<file path="src/rtl/axis_write_ctrl.sv">
// AXI write-stream sequencer: takes a start address and stream length, hands the
// length to the write data channel, issues AW bursts and collects every B response.
module axis_write_ctrl #(
    parameter int AXI_ADDR_WIDTH = 32,
    parameter int AXI_LEN_WIDTH  = 8,
    parameter int AXI_DATA_WIDTH = 64,
    parameter int CFG_DWIDTH     = 32,
    parameter int RATIO_SHIFT    = 1,
    parameter int OUT_AWIDTH     = 2
) (
    input  logic                      clk,
    input  logic                      rst,
    input  logic [AXI_ADDR_WIDTH-1:0] cfg_address,
    input  logic [CFG_DWIDTH-1:0]     cfg_length,
    input  logic                      cfg_valid,
    output logic                      cfg_ready,
    output logic [CFG_DWIDTH-1:0]     wr_length,
    output logic                      wr_valid,
    input  logic                      wr_ready,
    output logic [AXI_ADDR_WIDTH-1:0] axi_awaddr,
    output logic [AXI_LEN_WIDTH-1:0]  axi_awlen,
    output logic                      axi_awvalid,
    input  logic                      axi_awready,
    input  logic [1:0]                axi_bresp,
    input  logic                      axi_bvalid,
    output logic                      axi_bready,
    output logic                      done,
    output logic                      error
);

    localparam int BYTE_SHIFT = $clog2(AXI_DATA_WIDTH / 8);
    localparam int OUT_MAX    = 1 << OUT_AWIDTH;

    typedef enum logic [4:0] {
        IDLE   = 5'b00001,
        CONFIG = 5'b00010,
        BURST  = 5'b00100,
        DRAIN  = 5'b01000,
        DONE   = 5'b10000
    } state_t;

    state_t                    state_q, state_d;
    logic [AXI_ADDR_WIDTH-1:0] addr_q, addr_d;
    logic [CFG_DWIDTH-1:0]     wr_length_q, wr_length_d;
    logic [CFG_DWIDTH-1:0]     beats_left_q, beats_left_d;
    logic [OUT_AWIDTH:0]       out_q, out_d;
    logic                      cfg_ready_q, cfg_ready_d;
    logic                      wr_valid_q, wr_valid_d;
    logic                      awvalid_q, awvalid_d;
    logic                      bready_q, bready_d;
    logic                      done_q, done_d;
    logic                      error_q, error_d;

    logic                      full_burst;
    logic [AXI_LEN_WIDTH-1:0]  awlen;
    logic [AXI_LEN_WIDTH:0]    burst_beats;
    logic                      aw_hs;
    logic                      b_hs;

    // Burst length is derived from the remaining beat count, so it only moves on an AW handshake.
    assign full_burst  = (beats_left_q >> AXI_LEN_WIDTH) != '0;
    assign awlen       = full_burst ? '1 : (beats_left_q[AXI_LEN_WIDTH-1:0] - AXI_LEN_WIDTH'(1));
    assign burst_beats = {1'b0, awlen} + (AXI_LEN_WIDTH + 1)'(1);
    assign aw_hs       = awvalid_q & axi_awready;
    assign b_hs        = axi_bvalid & bready_q;

    always_comb begin
        state_d      = state_q;
        addr_d       = addr_q;
        wr_length_d  = wr_length_q;
        beats_left_d = beats_left_q;
        out_d        = out_q;
        error_d      = error_q;

        case ({aw_hs, b_hs})
            2'b10:   out_d = out_q + (OUT_AWIDTH + 1)'(1);
            2'b01:   out_d = out_q - (OUT_AWIDTH + 1)'(1);
            default: out_d = out_q;
        endcase

        if (b_hs && (axi_bresp != 2'b00)) begin
            error_d = 1'b1;
        end

        unique case (state_q)
            IDLE: begin
                if (cfg_valid) begin
                    addr_d       = cfg_address;
                    wr_length_d  = cfg_length;
                    beats_left_d = cfg_length >> RATIO_SHIFT;
                    out_d        = '0;
                    error_d      = 1'b0;
                    state_d      = (cfg_length == '0) ? DONE : CONFIG;
                end
            end
            CONFIG: begin
                if (wr_valid_q && wr_ready) begin
                    state_d = BURST;
                end
            end
            BURST: begin
                if (aw_hs) begin
                    addr_d       = addr_q + (AXI_ADDR_WIDTH'(burst_beats) << BYTE_SHIFT);
                    beats_left_d = beats_left_q - CFG_DWIDTH'(burst_beats);
                    if (beats_left_d == '0) begin
                        state_d = DRAIN;
                    end
                end
            end
            DRAIN: begin
                if (out_q == '0) begin
                    state_d = DONE;
                end
            end
            DONE: begin
                state_d = IDLE;
            end
            default: begin
                state_d = IDLE;
            end
        endcase

        // Outputs are registered from the next state so they line up with it.
        cfg_ready_d = (state_d == IDLE);
        wr_valid_d  = (state_d == CONFIG);
        awvalid_d   = (state_d == BURST) && (beats_left_d != '0) &&
                      (out_d < (OUT_AWIDTH + 1)'(OUT_MAX));
        bready_d    = (state_d == BURST) || (state_d == DRAIN);
        done_d      = (state_d == DONE);
    end

    always_ff @(posedge clk or posedge rst) begin
        if (rst) begin
            state_q      <= IDLE;
            addr_q       <= '0;
            wr_length_q  <= '0;
            beats_left_q <= '0;
            out_q        <= '0;
            cfg_ready_q  <= 1'b1;
            wr_valid_q   <= 1'b0;
            awvalid_q    <= 1'b0;
            bready_q     <= 1'b0;
            done_q       <= 1'b0;
            error_q      <= 1'b0;
        end else begin
            state_q      <= state_d;
            addr_q       <= addr_d;
            wr_length_q  <= wr_length_d;
            beats_left_q <= beats_left_d;
            out_q        <= out_d;
            cfg_ready_q  <= cfg_ready_d;
            wr_valid_q   <= wr_valid_d;
            awvalid_q    <= awvalid_d;
            bready_q     <= bready_d;
            done_q       <= done_d;
            error_q      <= error_d;
        end
    end

    assign cfg_ready   = cfg_ready_q;
    assign wr_length   = wr_length_q;
    assign wr_valid    = wr_valid_q;
    assign axi_awaddr  = addr_q;
    assign axi_awlen   = awlen;
    assign axi_awvalid = awvalid_q;
    assign axi_bready  = bready_q;
    assign done        = done_q;
    assign error       = error_q;

endmodule

</file>
<file path="config.mk">
export PLATFORM = sky130hd
export DESIGN_NAME = axis_write_ctrl
export DESIGN_NICKNAME = d
export VERILOG_FILES = /design/src/rtl/axis_write_ctrl.sv
export SDC_FILE = /design/constraint.sdc
export NUM_CORES = 1
export LEC_CHECK = 0
export CAP_MARGIN = 20
export CORE_MARGIN = 4
export CORE_UTILIZATION = 35
export CTS_BUF_LIST = sky130_fd_sc_hd__clkbuf_4
export DETAILED_ROUTE_END_ITERATION = 8
export DONT_BUFFER_PORTS = 1
export PLACE_DENSITY = 0.52
export SETUP_SLACK_MARGIN = 0.05
export SYNTH_ARGS = -nofsm -noshare
export SYNTH_HDL_FRONTEND = slang
export SYNTH_SLANG_ARGS = --single-unit
</file>
<file path="constraint.sdc">
create_clock -name clk -period 5.84 [get_ports clk]
set_input_delay 1.168 -clock clk [delete_from_list [all_inputs] [get_ports clk]]
set_output_delay 1.168 -clock clk [all_outputs]
set_load 0.02 [all_outputs]
</file>
### Routing congestion, run 1

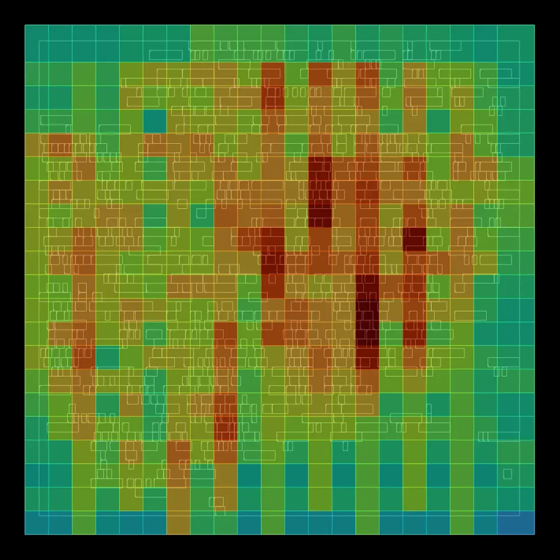
All-Layer GR Usage: 21.5%
final core occ: 39.9%
GR Util met2: 34.3%
met1 usage: 27.9%
gr busiest metal: met2

### Floorplan with the power grid, run 1

Scale bar: 50 µm. Pins as bars on the die edge. Tap cells in grey.
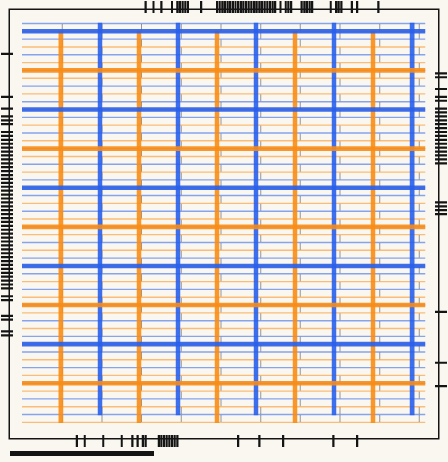
legend:
  blue:
    net: VDD
  orange:
    net: VSS
met5 straps: 10
met4 straps: 10
met1 rails: 52

==> flow_summary.json, run 1 <==
{
  "cp_data_required_time_ps": 6280,
  "grt_pass1_wl_um": 37200,
  "crit_family": "simple AND/OR/NAND/NOR gates",
  "status": "completed",
  "crit_cells": 21,
  "seq_share_pct": 35.5,
  "common_cells": "nand2_1 (165), dfrtp_1 (108), a21oi_1 (54)",
  "antenna_left": 0,
  "cp_slowest_cell": "or4_1",
  "dpl-instance-area_mm2": 0.00752,
  "simple_gate_share_pct": 26.2,
  "ir_drop_mv": 0.208,
  "wl_per_cell_um": 21.4,
  "root_buffer": "clkbuf_4",
  "cts_tree": "done",
  "layout_top_cells": "nand2_1 (164), dfrtp_1 (107), buf_4 (63), a21oi_1 (54), nor2_1 (48)",
  "wl_met1_um": 10200,
  "fin_crit_ps": 5420,
  "inverters_excl_clock": 24,
  "synthesis.nets": 917,
  "yosys_warnings": 0,
  "met3_length_um": 2020,
  "wl_met2_um": 11100,
  "finalClockPeriodUsage_pct": 92.7,
  "synthTopLogicFamily": "simple AND/OR/NAND/NOR gates",
  "synth_flops": 110,
  "clk_share_pct": 2.21,
  "maxCapViolCount": 0,
  "mostFrequentLayoutCell": "nand2_1",
  "seq_area_frac_synth_pct": 39.7,
  "place_ws_ps": 79.4,
  "synth-xor-area-share_pct": 4.54,
  "diodes": 1,
  "slowest_delay_ps": 540,
  "ff_latch_area_mm2": 0.00276,
  "sh_comb_area_pct": 50.7,
  "path_clk_slew_ps": 200,
  "syn_inst": 822
}
### Metal 4, run 1

Cells faint in the background.
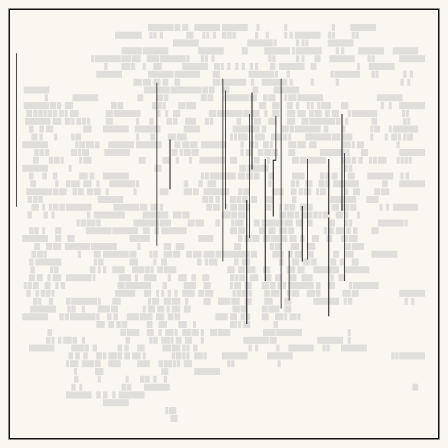
share of all routed wire: 2.9%
nets with wire on the layer: 16
main direction: vertical
wire length on this layer: 701 µm
via count: 6453
final WL: 24100 µm

run 1: worst max-delay path by stage:
stage,startpoint,to,slack [ps]
floorplan,beats_left_q[16],axi_awvalid,610
global placement,beats_left_q[23],axi_awvalid,90
detailed placement,beats_left_q[23],axi_awvalid,80
CTS,beats_left_q[23],axi_awvalid,60
global route,beats_left_q[16],axi_awvalid,30
finish,beats_left_q[16],axi_awvalid,420
run 1: power breakdown:
group          leakage (nW)  total [mW]  switching, mW  internal [mW]
sequential             1.34        1.76          0.664           1.10
clock                0.0847       0.475          0.297          0.178
combinational          1.85        1.92           1.14          0.781
total                  3.27        4.16           2.10           2.06
run 1: timing repair:
item                       4_1_cts  5_1_grt
gates resized                    0       14
hold buffers                     0        0
setup endpoints to repair        0        3
buffers inserted                 0        1
==> run 2: changes to the inputs <==
--- a/config.mk
+++ b/config.mk
@@ -11,7 +11,7 @@
 export CTS_BUF_LIST = sky130_fd_sc_hd__clkbuf_4
 export DETAILED_ROUTE_END_ITERATION = 8
 export DONT_BUFFER_PORTS = 1
-export PLACE_DENSITY = 0.52
+export PLACE_DENSITY = 0.49
 export SETUP_SLACK_MARGIN = 0.05
 export SYNTH_ARGS = -nofsm -noshare
 export SYNTH_HDL_FRONTEND = slang
==> flow_summary.json, run 2 <==
{
  "status": "completed",
  "startpoint_type": "flop",
  "synthTopLogicFamily": "simple AND/OR/NAND/NOR gates",
  "layout_top_cells": "nand2_1 (164), dfrtp_1 (107), a21oi_1 (53), buf_4 (53), nor2_1 (47)",
  "simple_gate_share_pct": 26.2,
  "wl_per_cell_um": 22.3,
  "clk_share_pct": 1.78,
  "sh_comb_area_pct": 51.6,
  "met2_usage_pct": 36.6,
  "grt_use_met1_pct": 28.5,
  "postCtsSetupBuffers": 0,
  "diodes": 0,
  "edf_count": 0,
  "fillCellCount": 2013,
  "dpl-instance-area_mm2": 0.00744,
  "cp_data_required_time_ps": 6280,
  "yosys_warnings": 0,
  "cts_tree": "done",
  "htreeDepth": 3,
  "synth-xor-area-share_pct": 4.54,
  "ff_latch_area_mm2": 0.00276,
  "antenna_found_initial": 0,
  "seq_share_pct": 35.7,
  "setup_viol": 0,
  "flop-count": 110,
  "wl_met1_um": 10500,
  "antenna_left": 0,
  "common_cells": "nand2_1 (165), dfrtp_1 (108), a21oi_1 (54)",
  "p_total_mw": 4.09,
  "path_clk_slew_ps": 210,
  "grt_pass1_wl_um": 38200,
  "cts_resized": 0,
  "met3_length_um": 1740,
  "clock_skew_ps": 37.7,
  "largestClassByArea": "combinational gates",
  "slowest_delay_ps": 530,
  "track_usage_pct": 22.3,
  "fin_util_pct": 39.6,
  "critPathArrivalTime_ps": 5950,
  "finalClockPeriodUsage_pct": 94.4,
  "post_cts_hold_buffer_count": 0,
  "synthesis.nets": 917,
  "leakagePower_nw": 3.23,
  "ys_area_mm2": 0.00694,
  "crit_family": "simple AND/OR/NAND/NOR gates",
  "logic_area_mm2": 0.00398,
  "aoi_share_pct": 20.2,
  "cp_slowest_cell": "dfrtp_1",
  "wl_met2_um": 11700,
  "busiest_layer": "met2",
  "crit_type": "flop to flop",
  "root_buffer": "clkbuf_4",
  "seq_area_frac_synth_pct": 39.7,
  "cts_buffers": 9,
  "place_ws_ps": 129,
  "hold_viol_final": 0,
  "synth_flops": 110,
  "fmax_mhz": 181,
  "fin_nets": 939,
  "max-slew-margin-rel_pct": 31.0,
  "tightest_slew_ps": 1030,
  "mostFrequentLayoutCell": "nand2_1",
  "syn_inst": 822,
  "most_common_cell": "nand2_1",
  "syn-cell-area_mm2": 0.00694,
  "signal_buffers": 54,
  "inverters_excl_clock": 24,
  "largest_area_cell": "dfrtp_1",
  "fin_crit_ps": 5510,
  "maxCapViolCount": 0
}
run 2: worst max path at each step:
stage | cells after the start | to | from
after global placement | 20 | axi_awvalid | beats_left_q[17]
after floorplan | 23 | axi_awvalid | beats_left_q[16]
final | 23 | axi_awvalid | beats_left_q[27]
after detailed placement | 24 | axi_awvalid | beats_left_q[17]
after global routing | 24 | axi_awvalid | beats_left_q[23]
after CTS | 24 | axi_awvalid | beats_left_q[17]
run 2: power breakdown:
group / total (mW) / switching, mW / internal, mW
Combinational: 1.90 / 1.13 / 0.764
Sequential: 1.79 / 0.690 / 1.10
Clock: 0.410 / 0.307 / 0.104
Total: 4.09 / 2.13 / 1.97
### Metal 4, run 2

Cells faint in the background.
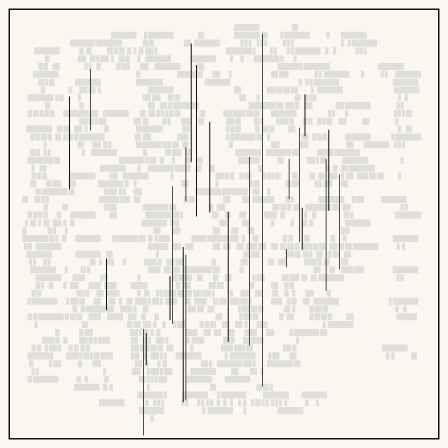
longest straight run: 122 µm
wire length on this layer: 854 µm
share of all routed wire: 3.4%
final WL: 24800 µm
via count: 6454

### Floorplan with the power grid, run 2

Scale bar: 50 µm. Pins as bars on the die edge. Tap cells in grey.
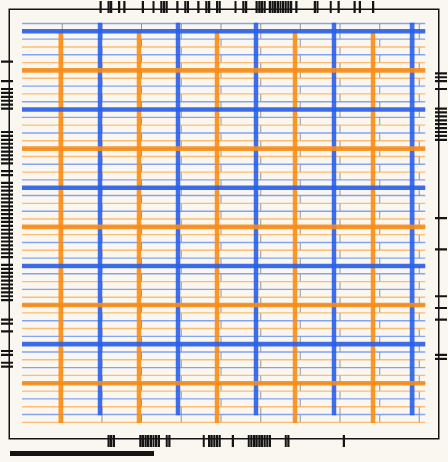
Chip Height: 149 µm
chip width: 149 µm
Core ar.: 0.0195 mm²
worst vdd rail ir drop: 0.223 mV

### Signal wires by layer, run 2

Only two layers are drawn.
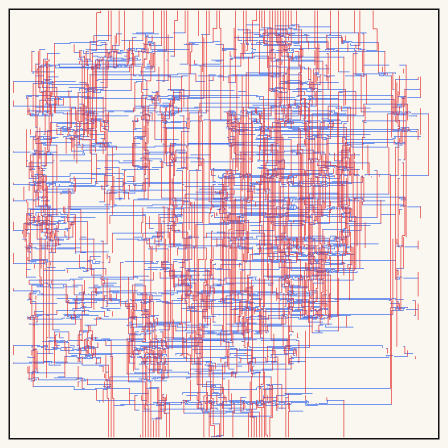
legend:
  blue:
    layer: M1
    wire_length: 10500 µm
  red:
    layer: M2
    wire_length: 11700 µm

Power figures rest on the tool's default switching activity, not on a simulated workload.
